**Run 1: cells colored by class**

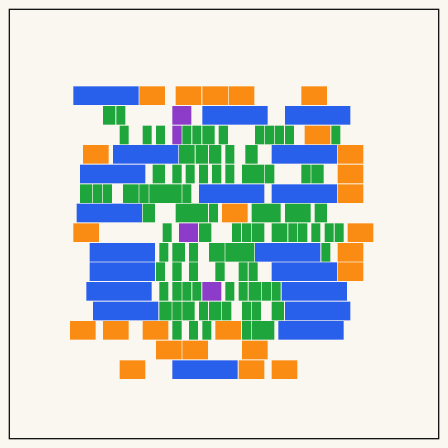
**Run 1: sequential cells grouped by signal name**

The bar under the picture is 20 um long. Other sequential cells in the stronger gray, the rest of the logic in the fainter gray.
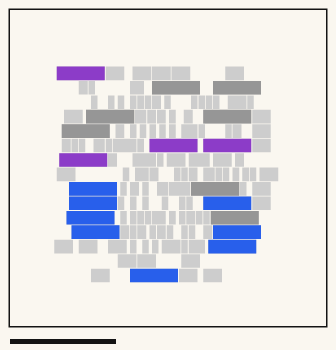
**Run 1: cell placement**

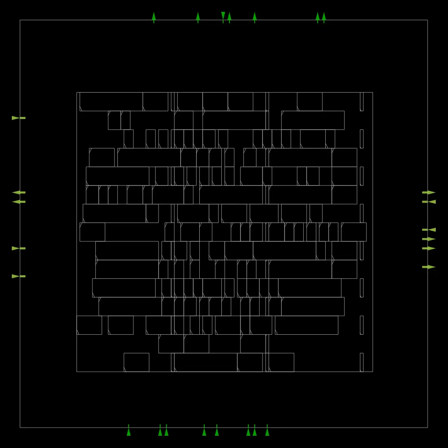
**Run 1: the metal 3 layer**

The bar under the picture is 20 um long.
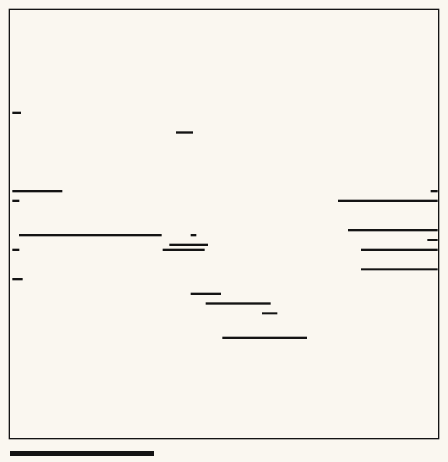
--- config.mk ---
export PLATFORM = sky130hd
export DESIGN_NAME = ones_count_datapath_flat
export DESIGN_NICKNAME = d
export VERILOG_FILES = /design/src/rtl/ones_count_pkg.sv /design/src/rtl/ones_count_datapath_if.sv /design/src/rtl/ones_shifter.sv /design/src/rtl/ones_count_datapath.sv /design/src/flat_wrapper.sv
export SDC_FILE = /design/constraint.sdc
export NUM_CORES = 1
export LEC_CHECK = 0
export ABC_AREA = 1
export CORE_MARGIN = 8
export CORE_UTILIZATION = 48
export DETAILED_ROUTE_END_ITERATION = 8
export GPL_ROUTABILITY_DRIVEN = 0
export PLACE_DENSITY = 0.8
export SLEW_MARGIN = 20
export SYNTH_ARGS = -nofsm -noshare
export SYNTH_HDL_FRONTEND = slang
export SYNTH_SLANG_ARGS = --single-unit
--- constraint.sdc ---
create_clock -name clk -period 2.95 [get_ports clk]
set_input_delay 0.4425 -clock clk [delete_from_list [all_inputs] [get_ports clk]]
set_output_delay 0.4425 -clock clk [all_outputs]
set_load 0.01 [all_outputs]
--- src/rtl/ones_count_pkg.sv ---
// Shared widths, the width helper and the shifter command encoding for the ones-count datapath.
// Pure declarations: no latency, no backpressure.
package ones_count_pkg;

    localparam int ONES_W = 8;

    // Counter must be able to hold the value w itself, hence w+1 states.
    function automatic int CW_OF(input int w);
        return $clog2(w + 1);
    endfunction

    typedef enum logic [1:0] {
        SH_HOLD  = 2'd0,
        SH_LOAD  = 2'd1,
        SH_SHIFT = 2'd2
    } sh_op_e;

endpackage

--- src/rtl/ones_count_datapath_if.sv ---
// Command, status and result handshake bundle between the controller/consumer and the datapath.
// Wiring only: no latency; result_valid/result_ready carry the downstream backpressure.
interface ones_count_datapath_if #(
    parameter int W  = ones_count_pkg::ONES_W,
    parameter int CW = ones_count_pkg::CW_OF(W)
);

    logic [W-1:0]  data_in;
    logic          load;
    logic          sr;
    logic          clr;
    logic          z;
    logic [CW-1:0] count;
    logic          busy;
    logic [CW-1:0] result;
    logic          result_valid;
    logic          result_ready;
    logic          overrun;

    modport master (
        output data_in, load, sr, clr, result_ready,
        input  z, count, busy, result, result_valid, overrun
    );

    modport slave (
        input  data_in, load, sr, clr, result_ready,
        output z, count, busy, result, result_valid, overrun
    );

endinterface

--- src/rtl/ones_shifter.sv ---
// Operand shift register (load beats shift) with zero detect and LSB tap.
// One-cycle update; z and lsb are combinational from the register; no backpressure.
module ones_shifter
    import ones_count_pkg::*;
#(
    parameter int W = ONES_W
) (
    input  logic         clk,
    input  logic         rst_n,
    input  logic [W-1:0] data_in,
    input  logic         load,
    input  logic         sr,
    output logic         lsb,
    output logic         z
);

    sh_op_e       op;
    logic [W-1:0] shreg;
    logic [W-1:0] shreg_nxt;

    always_comb begin
        op = SH_HOLD;
        if (load) begin
            op = SH_LOAD;
        end else if (sr) begin
            op = SH_SHIFT;
        end
    end

    always_comb begin
        shreg_nxt = shreg;
        case (op)
            SH_LOAD:  shreg_nxt = data_in;
            SH_SHIFT: shreg_nxt = {1'b0, shreg[W-1:1]};
            default:  shreg_nxt = shreg;
        endcase
    end

    always_ff @(posedge clk or negedge rst_n) begin
        if (!rst_n) begin
            shreg <= '0;
        end else begin
            shreg <= shreg_nxt;
        end
    end

    assign z   = (shreg == '0);
    assign lsb = shreg[0];

endmodule

--- src/rtl/ones_count_datapath.sv ---
// Ones-count datapath: operand shifter, ones counter, pass arming and a one-deep result register.
// Capture lands one cycle after armed&z; a capture while the result is unconsumed is dropped and flagged.
module ones_count_datapath
    import ones_count_pkg::*;
#(
    parameter int W  = ONES_W,
    parameter int CW = CW_OF(W)
) (
    input  logic                  clk,
    input  logic                  rst_n,
    ones_count_datapath_if.slave  bus
);

    logic          lsb;
    logic          armed;
    logic          capture;
    logic          xfer;
    logic          accept;
    logic [CW-1:0] count;
    logic [CW-1:0] count_nxt;
    logic [CW-1:0] result;
    logic          result_valid;
    logic          overrun;

    ones_shifter #(.W(W)) u_shifter (
        .clk     (clk),
        .rst_n   (rst_n),
        .data_in (bus.data_in),
        .load    (bus.load),
        .sr      (bus.sr),
        .lsb     (lsb),
        .z       (bus.z)
    );

    // A shift that collides with a load is discarded, so it must not count either.
    always_comb begin
        count_nxt = count;
        if (bus.clr) begin
            count_nxt = '0;
        end else if (bus.sr && !bus.load) begin
            count_nxt = count + {{(CW-1){1'b0}}, lsb};
        end
    end

    assign capture = armed && bus.z && !bus.load;
    assign xfer    = result_valid && bus.result_ready;
    assign accept  = !result_valid || bus.result_ready;

    always_ff @(posedge clk or negedge rst_n) begin
        if (!rst_n) begin
            count <= '0;
        end else begin
            count <= count_nxt;
        end
    end

    always_ff @(posedge clk or negedge rst_n) begin
        if (!rst_n) begin
            armed <= 1'b0;
        end else if (bus.load) begin
            armed <= 1'b1;
        end else if (capture) begin
            armed <= 1'b0;
        end
    end

    // The captured value is the post-update count so a shift in the capture cycle is included.
    always_ff @(posedge clk or negedge rst_n) begin
        if (!rst_n) begin
            result       <= '0;
            result_valid <= 1'b0;
        end else if (capture && accept) begin
            result       <= count_nxt;
            result_valid <= 1'b1;
        end else if (xfer) begin
            result_valid <= 1'b0;
        end
    end

    always_ff @(posedge clk or negedge rst_n) begin
        if (!rst_n) begin
            overrun <= 1'b0;
        end else if (bus.clr) begin
            overrun <= 1'b0;
        end else if (capture && !accept) begin
            overrun <= 1'b1;
        end
    end

    assign bus.count        = count;
    assign bus.busy         = armed;
    assign bus.result       = result;
    assign bus.result_valid = result_valid;
    assign bus.overrun      = overrun;

endmodule

--- src/flat_wrapper.sv ---
// flat-port wrapper written by rule: the top's interface ports become plain ports
module ones_count_datapath_flat import ones_count_pkg::*;
#(
    parameter int W  = ONES_W,
    parameter int CW = CW_OF(W)
)
  (clk, rst_n, bus_data_in, bus_load, bus_sr, bus_clr, bus_result_ready, bus_z, bus_count, bus_busy, bus_result, bus_result_valid, bus_overrun);
  ones_count_datapath_if #(.W(W), .CW(CW)) bus_i ();
  input  logic clk;
  input  logic rst_n;
  input wire logic [$bits(bus_i.data_in)-1:0] bus_data_in;
  input wire logic [$bits(bus_i.load)-1:0] bus_load;
  input wire logic [$bits(bus_i.sr)-1:0] bus_sr;
  input wire logic [$bits(bus_i.clr)-1:0] bus_clr;
  input wire logic [$bits(bus_i.result_ready)-1:0] bus_result_ready;
  output wire logic [$bits(bus_i.z)-1:0] bus_z;
  output wire logic [$bits(bus_i.count)-1:0] bus_count;
  output wire logic [$bits(bus_i.busy)-1:0] bus_busy;
  output wire logic [$bits(bus_i.result)-1:0] bus_result;
  output wire logic [$bits(bus_i.result_valid)-1:0] bus_result_valid;
  output wire logic [$bits(bus_i.overrun)-1:0] bus_overrun;
  assign bus_i.data_in = bus_data_in;
  assign bus_i.load = bus_load;
  assign bus_i.sr = bus_sr;
  assign bus_i.clr = bus_clr;
  assign bus_i.result_ready = bus_result_ready;
  assign bus_z = bus_i.z;
  assign bus_count = bus_i.count;
  assign bus_busy = bus_i.busy;
  assign bus_result = bus_i.result;
  assign bus_result_valid = bus_i.result_valid;
  assign bus_overrun = bus_i.overrun;
  ones_count_datapath #(.W(W), .CW(CW)) u_core (.clk(clk), .rst_n(rst_n), .bus(bus_i));
endmodule
==> flow_results.org, run 1 <==
#+TITLE: Flow metrics

** Status
- The run finished with clean final reports.

** Detailed routing
- In the final routing, the length of wire on met1 measures 818 um.
- Once iteration 0 of detailed routing completed, the report listed 20 DRC markers.
- Count of unresolved DRC violations after routing :: 0
- The iteration count recorded for the first detailed-route pass is 4.
- Wire length on met2 :: 986 um
- The routed design shows a via density per instance of approximately 5.
- DR vias :: 783
- Overall routed net length :: 1961 um
- The detail route stage leaves a number of antenna-violating nets equal to 0.

** Cells and area
- Final core area utilization :: between 60% and 70%
- The plain and repair buffers instantiated in the layout total 25.
- Counting the clock-network buffers in the layout gives 4.
- Fill cells in the final layout number roughly 160.
- Per the cell usage report, the commonest logic cell in the layout is nand2_1.
- The fraction of cell area in multi-input combinational cells is reported as 30.05%.
- The number of sequential cells reported for the layout is 19.
- In the layout the commonest cells are 38 x nand2_1, 25 x clkdlybuf4s50_1, 19 x dfrtp_1.
- Final cell area excluding filler cells :: 0.001195 mm^2
- NumNets Final :: between 150 and 200
- Number of antenna cells inserted :: 0
- The register with the most flip-flops in the layout has 8 of them.
- Fraction of layout cells with a size suffix above 1 :: slightly above 8%
- Between the synthesized netlist and the finished layout, the area growth was recorded as 31.36%.
- Layout multi-input combinational cell count :: 74
- Layout clock area frac :: 2.199%
- The layout report lists the combined flip-flop and latch area as 475.5 um^2.
- The layout report lists the non-clock buffer share of cell area as 20.94%.
- Largest register by flop count :: u_core.u_shifter.shreg

** Power and ir drop
- Clock network power for this build is 131 uW.
- Leakage component of the power :: 0.5828 nW
- Power density over the cells :: 425.1 mW/mm^2
- Reported combinational group power :: 86.3 uW
- In the power breakdown, the internal column shows 374.4 uW.
- The clock network accounts for 25.8% of the total power.
- VDD IR-drop max :: 307.3 uV
- Reported net switching power :: 133.5 uW
- Total chip power :: 507.9 uW
- The power report shows net switching accounting for a little over a quarter of the total.
- In this run, flip-flops and latches consume 57.2% of the power.
- The share of total power dissipated in combinational logic is 17.0%.
- Power drawn by the sequential cells :: 291 uW

** Critical path
- Highest fanout seen on the critical path :: 5
- The timing report gives the biggest stage delay along the critical path as 0.56 ns.
- STA classifies the critical path startpoint as a flop.
- The capture point of the worst register-to-register path is recorded as u_core.bus.result[1].
- Walking the critical path from launch to capture passes 4 cell instances.
- STA classifies the critical path endpoint as an output pin.
- According to the timing report, the arrival time at the worst endpoint equals 1.66 ns.
- End of the critical path :: bus_z
- The launch point of the worst register-to-register path is recorded as u_core.bus.count[0].
- According to the timing report, the data required time at the worst endpoint equals 2.51 ns.
- Crit-path cells :: nor2_1 > nand2_1 > nor2_4 > clkdlybuf4s50_1
- Register-to-register path setup slack :: 1.47 ns

** Clock tree
- For the worst-skew pair, the clock arrives at the later sink with an insertion delay of approximately 0.3 ns.
- TritonCTS built the clock tree.
- The timing report gives the clock slew at the launch and capture registers of the worst setup and hold paths as ~0.10 ns.
- Postcts setup bufs :: 0
- Total clock buffers created by CTS :: 3
- Root Buffer :: clkbuf_4
- Clk buf depth :: 2
- The post-CTS hold buffer count recorded in the log is 0.
- Depth of the CTS H-tree :: 1

** Global routing
- Via count of the first global-routing pass :: 764
- Antenna violations before repair :: 0
- In the global route stage, met1 resource usage came out at 13.89%.
- Busiest layer in global routing :: met2
- Global routing used under 10% of the available met3 tracks.
- Grt met2 use :: about a fifth
- Global routing used about an eighth of the available tracks across all layers.
- Remaining global-route overflow :: 0
- Entering global routing, the biggest net connects 20 pins.
- The first global-routing pass estimated between 3000 and 4000 um of wire.

** Die
- Floorplan core density :: 51.56%
- Die H :: 59.53 um
- Number of well-tap cells placed :: 25
- Die Width :: 59.53 um
- Ports :: 26
- In this run the full chip footprint comes out at 0.003544 mm^2.
- Core region area :: about 0.0018 mm^2

** Synthesis
- After synthesis, the share of flip-flops with an asynchronous set or reset is 100.0%.
- Dividing the synthesized area by the synthesized cell count gives 8.345 um^2.
- Area fraction of the dominant cell type after synthesis :: 52.27%
- The main area contributors are dfrtp_1 52%, nand2_1 16%, nand3_1 7.2%.
- Post-synthesis sequential area ratio :: 52.27%
- Library cell occupying the most area in the post-synthesis netlist :: dfrtp_1
- Number of cells in Yosys stat :: 109
- Mux cell area share :: 0%
- Synth flops :: 19
- Counting every instance in the synthesized netlist gives 109.
- Leading cell type by number of instances after synthesis :: nand2_1
- Of the total synthesized cell area, the portion taken by XOR and XNOR cells is 0%.
- The synthesized design contains 0 enable-type register cells.
- The synthesis log from Yosys contains 0 warnings.
- Per the synth stats, the flop cell with the highest instance count is dfrtp_1.
- Leading post-synthesis cells by instance count :: 38 x nand2_1, 19 x dfrtp_1, 14 x inv_1, 13 x nand3_1, 7 x nor2_1
- Post-Synth Simple-Gate Area :: 32.05%
- AND-OR/OR-AND share of the synthesized area :: 4.677%
- Synth Net Count :: 125
- Top logic cell family in the synthesized netlist :: simple AND/OR/NAND/NOR gates

** STA
- Dividing the final minimum period by the clock period gives between 70% and 80%.
- Transition time at the pin with the least slew margin :: 0.8335 ns
- Timing would allow up to 474.6 MHz.
- Summed over all failing endpoints, the final setup total negative slack is 0 ns.
- The final timing report gives a worst setup slack of 0.8432 ns.
- The clock period could shrink to around 2.1 ns.
- Worst max-slew margin expressed relative to the limit :: about 44%
- Hold is met by 0.5005 ns.
- Setup repair after global routing left no endpoint under its margin.
- For reference, the final report shows the hold violation count at 0.
- Total count of max-transition violations in the final report :: 0

** Place
- Setup WS pre-CTS :: roughly 0.92 ns
- In this run the tool buffered the top-level ports with 25 buffer cells.
- Detailed placement finished with a half-perimeter wire length of ~1600 um.
- Post-Place Cells :: 157
- Detailed placement reports a standard cell area of roughly 0.0012 mm^2.

** Job
- Maximum capacitance violations :: 0
- Warning total across the stage logs :: 26

** Worst hold path
- Cell depth of the worst min-delay path :: 2
- Endpoint of the worst hold path :: u_core.bus.result[1]
-- 'cells colored by class' (at the start) --
[blue] flops | cells: 19 | share of their area: 41%
[purple] clock drivers and dummy loads | cells: 4 | share of their area: 2.3%
[green] combinational and other logic | cells: 88 | share of their area: 35%
[orange] other buffers and delay cells | cells: 25 | share of their area: 22%

-- 'sequential cells grouped by signal name' (at the start) --
[blue] u_core.u_shifter.shreg | sequential cells: 8
[purple] u_core.bus.result | sequential cells: 4

-- 'cell placement' (at the start) --
Layout Cells excl Fill: 161
cell row count: 15
sequential portion of the cell area: 39.79%

-- 'the metal 3 layer' (at the start) --
nets with wire on the layer: 16
longest straight run: 19.5 um
wire length on this layer: 117 um

**Run 1: local utilization**

The die is cut into 12 by 12 equal tiles; white is low, dark blue is high, 0 to 100% covered.
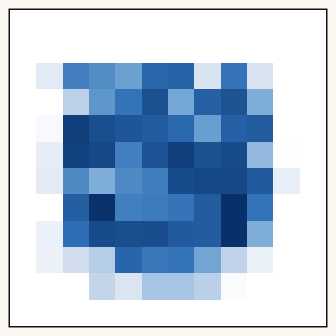

--- run 2 (diff from run 1) ---
--- a/config.mk
+++ b/config.mk
@@ -7,10 +7,10 @@
 export LEC_CHECK = 0
 export ABC_AREA = 1
 export CORE_MARGIN = 8
-export CORE_UTILIZATION = 48
+export CORE_UTILIZATION = 41
 export DETAILED_ROUTE_END_ITERATION = 8
 export GPL_ROUTABILITY_DRIVEN = 0
-export PLACE_DENSITY = 0.8
+export PLACE_DENSITY = 0.73
 export SLEW_MARGIN = 20
 export SYNTH_ARGS = -nofsm -noshare
 export SYNTH_HDL_FRONTEND = slang
==> constraint.sdc (replaced) <==
create_clock -name clk -period 1.8 [get_ports clk]
set_input_delay 0.27 -clock clk [delete_from_list [all_inputs] [get_ports clk]]
set_output_delay 0.27 -clock clk [all_outputs]
set_load 0.01 [all_outputs]
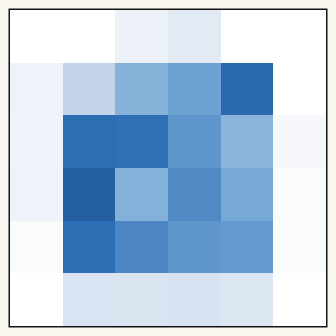
**Above:** run 2 (local utilization).
The die is cut into 6 by 6 equal tiles; white is low, dark blue is high, 0 to 100% covered.
nearly empty tiles: 19%
fullest tile: 81%
emptiest ninth of the die: north-west
tiles over 75% full: 8.3%

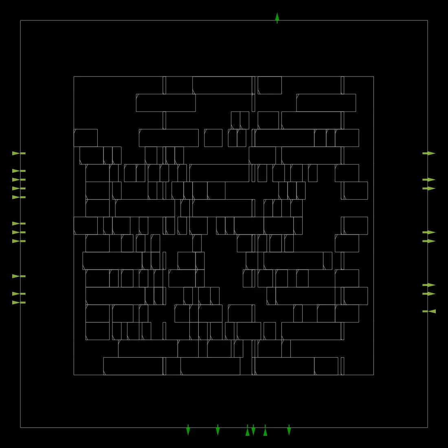
**Above:** run 2 (cell placement).
core region area: 0.002148 mm^2
final core area utilization: 56.79%
number of well-tap cells placed: 28
cell row count: 17
Layout Cells excl Fill: 167

==> run 2 against run 1 <==
Synthesized cell count is the same. Combinational power rose by 65%. Worst hold slack worse by 0.20 ns. Sequential cell count did not move. Via count fell by 1.3%. Utilization down 11 points. Clock skew up 0.00056 ns. Power is 63% higher. Clock power rose by 59%. Clock-buffer cell count is the same. Critical path depth unchanged. Highest routed layer unchanged.
==> flow_results.org, run 2 <==
#+TITLE: Flow metrics

** Clock tree
- Root Buffer :: clkbuf_4
- The number of buffers inserted by post-CTS setup repair is 0 (unchanged).
- TritonCTS built the clock tree.
- The TritonCTS buffer count was 3 (unchanged).
- The clock latency at the later pin of the worst-skew pair came to 0.29 ns (about the same).
- The number of gates resized after CTS was 1.
- The deepest level of the CTS H-tree was 1 (unchanged).
- The clock tree has to reach 19 sinks.
- CTS Hold Bufs :: 0 (unchanged)
- The clock transition at the registers of the reported paths came to 0.10 ns (about the same).
- The largest buffer count on any clock path is 2 (unchanged).

** STA
- The final report lists the setup-violating endpoint count as 0.
- Max Clk Rate :: 622.2 MHz
- The final-layout setup total negative slack was 0 ns (unchanged).
- Least setup slack across all paths after layout :: 0.1927 ns (-0.6505 ns)
- Setup repair after global routing left no endpoint under its margin.
- The worst path uses between 80% and 90% of the clock period.
- The final-layout worst hold slack was 0.3014 ns (-0.1991 ns).
- Total count of max-transition violations in the final report :: 0 (unchanged)
- Transition time at the pin with the least slew margin :: 0.4537 ns (-0.3798 ns)
- Time the worst path needs with I/O delays and setup :: 1.607 ns
- The headroom to the max-slew limit is 69.64% (+25 points).
- Final Hold Violating Endpoints :: 0 (unchanged)

** Cells and area
- Area of all sequential standard cells :: 475.5 um^2 (unchanged)
- The fraction of area in registers was 38.97% (-0.82 points).
- Number of antenna cells inserted :: 0 (unchanged)
- The multi-input combinational cell count was 74 (unchanged).
- Layout clock buffer count :: 4 (unchanged)
- The number of nets in the finished design was 156 (+2.0%).
- Growth of design area from synthesis to finish :: 34.11%
- The fraction of area in clock buffers and inverters came to 2.154% (-0.045 points).
- The largest registers in the layout are u_core.u_shifter.shreg x8, u_core.bus.count x4, u_core.bus.result x4.
- Leading cell types in the layout, fill and taps excluded :: 38 x nand2_1, 24 x clkdlybuf4s50_1, 19 x dfrtp_1
- Total of plain and repair buffers excluding clock buffers :: 28 (+12%)
- The fraction of final layout cells sized beyond drive strength 1 was 10.07% (+2.0 points).
- Leaving out buffers and inverters, the combinational logic in the layout accounts for 359.1 um^2.
- The logic gate fraction of the total cell area was 29.44% (-0.62 points).
- The class occupying the most area after layout is reported as flip-flops and latches.
- Final-layout non-clock buffer area share :: 22.26% (+1.3 points)
- Most common logic cell in the routed design :: nand2_1
- Flip-flop count of the largest register after layout :: 8 (unchanged)
- Number of flip-flops and latches :: 19 (unchanged)
- Largest register by flop count :: u_core.u_shifter.shreg
- Final cell area excluding filler cells :: 0.001220 mm^2 (+2.1%)
- Layout filler cell count :: 210 (+28%)

** Synthesis
- Post-synthesis sequential area ratio :: 52.27% (unchanged)
- Post-Synthesis Cells :: 109 (unchanged)
- The post-synthesis xor/xnor area fraction is 0% (unchanged).
- The post-synthesis sequential element count was 19 (unchanged).
- The synthesized netlist devotes 2.751% of its cell area to adder and majority cells.
- Area fraction of the dominant cell type after synthesis :: 52.27% (unchanged)
- Leading cell type by number of instances after synthesis :: nand2_1
- Top flip-flop cell by instance count after synthesis :: dfrtp_1
- Post-Synth Simple-Gate Area :: 32.05% (unchanged)
- The biggest area contributor in the post-synthesis netlist is dfrtp_1.
- Netlist Area Pre-Place :: ~910 um^2
- Number of enable flip-flop cells :: 0 (unchanged)
- Share of synthesized registers carrying an async set or reset :: 100.0% (unchanged)
- The count of synthesis-stage warnings from yosys is 0 (unchanged).
- The compound-gate portion of the synthesized area was 4.677% (unchanged).
- Post-synthesis area per instance :: 8.345 um^2 (unchanged)
- Mux cell area share :: 0% (unchanged)
- Leading post-synthesis cells by instance count :: 38 x nand2_1, 19 x dfrtp_1, 14 x inv_1, 13 x nand3_1, 7 x nor2_1
- Largest cells by area after synthesis :: dfrtp_1 52%, nand2_1 16%, nand3_1 7.2%
- Synth Net Count :: 125 (unchanged)
- The cell count listed in synth_stat.txt is 109 (unchanged).
- Yosys cell types :: 16
- Top logic cell family in the synthesized netlist :: simple AND/OR/NAND/NOR gates

** Global routing
- The maximum number of pins on one net before global-route repair came to 20 (unchanged).
- The wire length of the first global-routing pass came to 3401 um (+1.6%).
- Global-route met1 utilization :: 10.73% (-3.2 points)
- The total overflow reported by the global router came to 0 (unchanged).
- The global-route met3 utilization was 3.710% (+0.46 points).
- Grt met2 use :: 17.54% (-3.6 points)
- Via count of the first global-routing pass :: 841 (+10%)
- Antenna violations before repair :: 0 (unchanged)
- Global routing put the most usage on met2.
- The overall track demand over capacity in global routing was 10.11% (-2.3 points).

** Die
- Ports :: 26 (unchanged)
- Die Width :: 63.10 um (+6.0%)
- The full die area is 0.003982 mm^2 (+12%).
- Floorplan core density :: 42.34% (-9.2 points)
- Die H :: 63.10 um (+6.0%)

** Detailed routing
- Routed length on met1 :: 795 um (-2.8%)
- The detailed router used layers up to and including met4.
- DR vias :: 773 (-1.3%)
- The number of remaining DRC errors is 0 (unchanged).
- The amount of wire on met2 after detailed routing was 895 um (-9.2%).
- Routed wire length on met3 :: 124 um
- Average detailed-routed wire length per instance :: about 11 um
- The detailed-route wire length came to 1824 um (-7.0%).
- Number of optimization iterations in the first detailed-route pass :: 3 (-1)
- The mean number of vias per cell was 4.629 (-4.8%).
- Number of design-rule violations left by the first detailed-router iteration :: 13 (-35%)
- Final ANT Viol Nets :: 0 (unchanged)

** Power and ir drop
- Power density over the cells :: 677.4 mW/mm^2 (+59%)
- Total chip power :: 826.3 uW (+63%)
- Power in the clock group :: 208 uW (+59%)
- The sequential cell power came to 476 uW (+64%).
- The worst-case vdd ir drop came to 401.8 uV (+31%).
- The switching power as a share of total power came to 25.35% (-0.93 points).
- The power consumed by combinational cells came to 142 uW (+65%).
- Leakage component of the power :: 0.6023 nW (+3.3%)
- The largest part of the power goes to registers.
- The logic gate share of total power is 17.2% (+0.2 points).
- The power share of the sequential group came to 57.7% (+0.5 points).
- The power spent charging and discharging nets came to 209.4 uW (+57%).
- The internal power is 616.9 uW (+65%).
- The clock network power share was 25.1% (-0.7 points).

** Critical path
- The data required time at the worst endpoint is 1.53 ns (-0.98 ns).
- The largest individual stage delay along the critical path comes from the cell dfrtp_1.
- Count of cell instances traversed by the critical path :: 4 (unchanged)
- The worst reg-to-reg setup slack is 0.34 ns (-1.13 ns).
- Per STA, the endpoint of the critical path is bus_z.
- Listed in order, past its start point the critical path passes nor2_1 > nand2_1 > nor2_4 > dlygate4sd2_1.
- Startpoint types :: flop
- The number of buffers and inverters on the critical path is 1.
- Among cell families on the critical path, the largest total delay comes from flip-flops.
- The arrival time of data at the critical path endpoint was 1.34 ns (-0.32 ns).
- The highest fanout seen on the critical path was 5 (unchanged).
- The launch point of the critical path was reported as u_core.u_shifter.shreg[1].
- End of the worst register-to-register path :: u_core.bus.result[1]
- Beginning of the worst register-to-register path :: u_core.bus.count[0]
- Worst reg-to-reg path cell count :: 5
- Largest incremental delay on the critical path :: 0.41 ns (-0.15 ns)
- The worst setup path is captured at an output pin.

** Place
- Total of buffers placed on input and output ports :: 25 (unchanged)
- The worst setup slack after placement is 0.2300 ns (-0.6876 ns).
- Dpl cell area :: 0.001195 mm^2 (+2.2%)
- The number of placed cells counting well taps was 163 (+3.8%).
- DP HPWL :: 1514 um (-2.7%)

** Job
- Warning total across the stage logs :: 26 (unchanged)
- The number of max-cap violations was 0 (unchanged).

** Status
- The flow ran to the end, and the final reports show no timing, DRC or antenna violations.

** Worst hold path
- Worst min path class :: in -> async
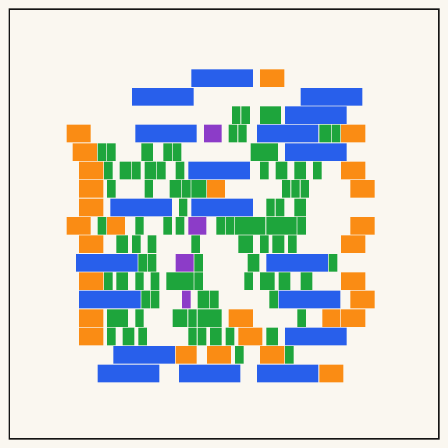
**Above:** run 2 (cells colored by class).
[blue] flops | cells: 19 | share of their area: 40%
[purple] clock drivers and dummy loads | cells: 4 | share of their area: 2.2%
[orange] other buffers and delay cells | cells: 28 | share of their area: 23%
[green] combinational and other logic | cells: 88 | share of their area: 35%

**Run 2: the metal 3 layer**

The bar under the picture is 20 um long.
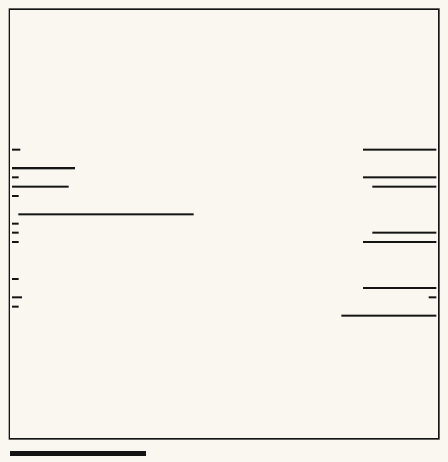

--- run 3 (diff from run 2) ---
--- a/config.mk
+++ b/config.mk
@@ -7,11 +7,12 @@
 export LEC_CHECK = 0
 export ABC_AREA = 1
 export CORE_MARGIN = 8
-export CORE_UTILIZATION = 41
+export CORE_UTILIZATION = 48
 export DETAILED_ROUTE_END_ITERATION = 8
 export GPL_ROUTABILITY_DRIVEN = 0
-export PLACE_DENSITY = 0.73
+export PLACE_DENSITY = 0.8
 export SLEW_MARGIN = 20
 export SYNTH_ARGS = -nofsm -noshare
 export SYNTH_HDL_FRONTEND = slang
 export SYNTH_SLANG_ARGS = --single-unit
+export TNS_END_PERCENT = 1
==> constraint.sdc (replaced) <==
create_clock -name clk -period 1.9 [get_ports clk]
set_input_delay 0.19 -clock clk [delete_from_list [all_inputs] [get_ports clk]]
set_output_delay 0.19 -clock clk [all_outputs]
set_load 0.01 [all_outputs]
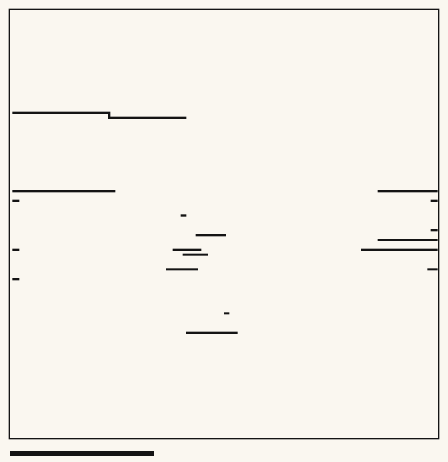
**Above:** run 3 (the metal 3 layer).
The bar under the picture is 20 um long.
GR met3 Demand/Resource: 3.688%
overall routed net length: 1922 um
DR vias: 779

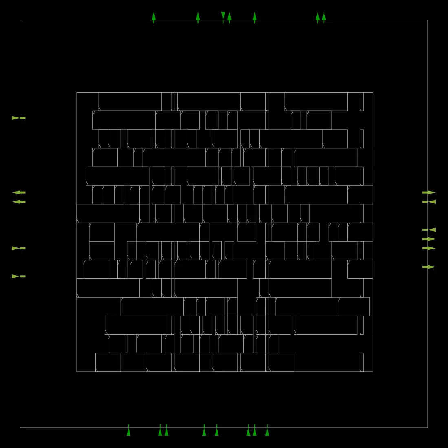
**Above:** run 3 (cell placement).
number of flip-flops and latches: 19
final core area utilization: 69.15%
cell row count: 15
sequential portion of the cell area: 38.97%
core region area: 0.001764 mm^2

==> run 3 against run 2 <==
Global-route usage is 2.3 points higher. Clock-buffer cell count stayed put. Critical path depth grew 1. Register-to-register slack better by 0.08 ns. Critical endpoint is now u_core.bus.result[1].
==> flow_results.org, run 3 <==
#+TITLE: Flow metrics

** Global routing
- First-pass GRT wire length :: 3305 um (-2.8%)
- The number of global-route vias before repair was 776 (-7.7%).
- The met2 usage was 19.88% (+2.3 points).
- The maximum number of pins on one net before global-route repair is 20 (unchanged).
- Antenna violations before repair :: 0 (unchanged)
- The overall track demand over capacity in global routing came to 12.39% (+2.3 points).
- The total overflow reported by the global router is 0 (unchanged).

** Synthesis
- Summed over all instances, the cell type with the most area after synthesis is dfrtp_1.
- Top flip-flop cell by instance count after synthesis :: dfrtp_1
- After synthesis, the cell types taking the most area are dfrtp_1 52%, nand2_1 16%, nand3_1 7.2%.
- Top logic cell family in the synthesized netlist :: simple AND/OR/NAND/NOR gates
- Leading post-synthesis cells by instance count :: 38 x nand2_1, 19 x dfrtp_1, 14 x inv_1, 13 x nand3_1, 7 x nor2_1
- The top cell type's share of synthesized area came to 52.27% (unchanged).
- Among all cell types in the netlist, the one instantiated most often is nand2_1.
- XOR/XNOR share of the synthesized area :: 0% (unchanged)
- AND-OR/OR-AND share of the synthesized area :: 4.677% (unchanged)
- Number of enable flip-flop cells :: 0 (unchanged)
- The synthesized area is 909.6 um^2 (unchanged).
- The post-synthesis sequential element count is 19 (unchanged).
- Number of cells in Yosys stat :: 109 (unchanged)
- Post-synthesis sequential area ratio :: 52.27% (unchanged)
- The mean post-synth cell area was 8.345 um^2 (unchanged).
- The count of synthesis-stage warnings from yosys came to 0 (unchanged).
- The simple-gate area share of the yosys netlist is 32.05% (unchanged).
- Synth Net Count :: 125 (unchanged)
- Yosys cell types :: 16 (unchanged)

** Clock tree
- Depth of the CTS H-tree :: 1 (unchanged)
- Clk Latency, worst-skew pair :: 0.30 ns (about the same)
- Total clock buffers created by CTS :: 3 (unchanged)
- The largest buffer count on any clock path was 2 (unchanged).
- The clock transition at the registers of the reported paths came to 0.10 ns (about the same).
- Per the CTS log, the root buffer master is clkbuf_4.
- The number of gates given a new drive strength after cts was 0 (-1).
- The cts-stage hold buffer count was 0 (unchanged).

** STA
- Final Hold Violating Endpoints :: 0 (unchanged)
- The final-layout setup total negative slack was 0 ns (unchanged).
- Post-route fraction of the period consumed by the critical path :: 77.81%
- Least setup slack across all paths after layout :: 0.4216 ns (+0.2289 ns)
- Transition time at the pin with the least slew margin :: 0.4747 ns (+0.02100 ns)
- The count of final setup violators was 0 (unchanged).
- Time the worst path needs with I/O delays and setup :: 1.478 ns
- Derived from the worst setup path, the maximum achievable clock frequency is 676.4 MHz.

** Critical path
- The count of buffering cells on the critical path with inverters included was 0 (-1).
- The delay of the slowest critical-path stage was 0.43 ns (+0.02 ns).
- The arrival time of data at the critical path endpoint was 1.67 ns (+0.33 ns).
- The worst reg2reg path depth came to 5 (unchanged).
- The critical path goes through ha_1 > ha_1 > or2_2 > nand3_1 > o21ai_1.
- Data required time of the critical path :: 2.09 ns (+0.56 ns)
- The worst setup path is captured at a flop.
- OpenSTA lists the critical path endpoint as u_core.bus.result[1].
- The total number of cells along the worst setup path came to 5 (+1).
- The cell family contributing the most delay on the critical path is adder cells.
- The worst setup path is launched from a flop.
- Critical-path top delay cell :: dfrtp_1
- Worst setup startpoint :: u_core.bus.count[0]
- End of the worst register-to-register path :: u_core.bus.result[1]

** Power and ir drop
- Cell Int Power :: 585.2 uW (-5.1%)
- The clock network power is 204 uW (-2%).
- The power share of the sequential group was 57.1% (-0.6 points).
- The worst-case vdd ir drop came to 467.2 uV (+16%).
- Of all power groups, the one with the highest power is registers.
- The switching power as a share of total power is 26.26% (+0.92 points).
- Clk network pwr share :: 25.7% (+0.6 points)
- The power density over the cells came to 650.5 mW/mm^2 (-4.0%).
- The static power due to leakage came to 0.6158 nW (+2.3%).

** Detailed routing
- The mean number of vias per cell was 4.750 (+2.6%).
- Routed length on met1 :: 899 um (+13%)
- Count of unresolved DRC violations after routing :: 0 (unchanged)
- The wire length on met3 was 91 um (-27%).
- The iteration-0 DRC count of the detailed router is 22 (+9).
- Final ANT Viol Nets :: 0 (unchanged)

** Place
- DP HPWL :: 1522 um (+0.52%)
- The worst setup slack after placement came to 0.3339 ns (+0.1039 ns).
- Total of buffers placed on input and output ports :: 25 (unchanged)
- Dpl cell area :: 0.001191 mm^2 (-0.31%)
- Post-Place Cells :: 160 (-1.8%)

** Cells and area
- The number of flip-flops in the largest register came to 8 (unchanged).
- Registers with the highest flip-flop counts :: u_core.u_shifter.shreg x8, u_core.bus.count x4, u_core.bus.result x4
- The sequential cell area is 475.5 um^2 (unchanged).
- The number of clock buffer instances in the layout is 4 (unchanged).
- The logic gate fraction of the total cell area is 29.44% (unchanged).
- The area overhead of the layout relative to synthesis was 34.11% (unchanged).
- Final cell area excluding filler cells :: 0.001220 mm^2 (unchanged)
- The number of fillers in the final layout is 173 (-18%).
- The fraction of area in clock buffers and inverters was 2.154% (unchanged).
- The fraction of final layout cells sized beyond drive strength 1 is 10.07% (unchanged).
- More flip-flops sit in one register than any other, and that register is u_core.u_shifter.shreg.
- Layout Cells excl Fill :: 164 (-1.8%)
- Number of antenna cells inserted :: 0 (unchanged)

** Die
- The well tap count was 25 (-11%).
- Die Width :: 59.53 um (-5.7%)
- The initial standard-cell utilization of the core is 51.56% (+9.2 points).

** Job
- Maximum capacitance violations :: 0 (unchanged)

** Status
- The flow ran to the end, and the final reports show no timing, DRC or antenna violations.
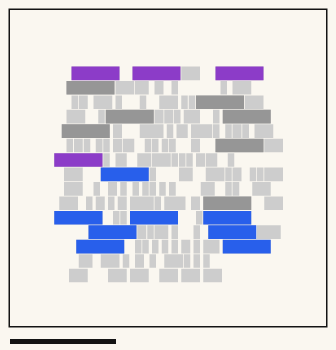
**Above:** run 3 (sequential cells grouped by signal name).
The bar under the picture is 20 um long. Other sequential cells in the stronger gray, the rest of the logic in the fainter gray.
[purple] u_core.bus.result | sequential cells: 4
[blue] u_core.u_shifter.shreg | sequential cells: 8
not colored: 7

No activity file was given, so power comes from the tool's default toggle rates.
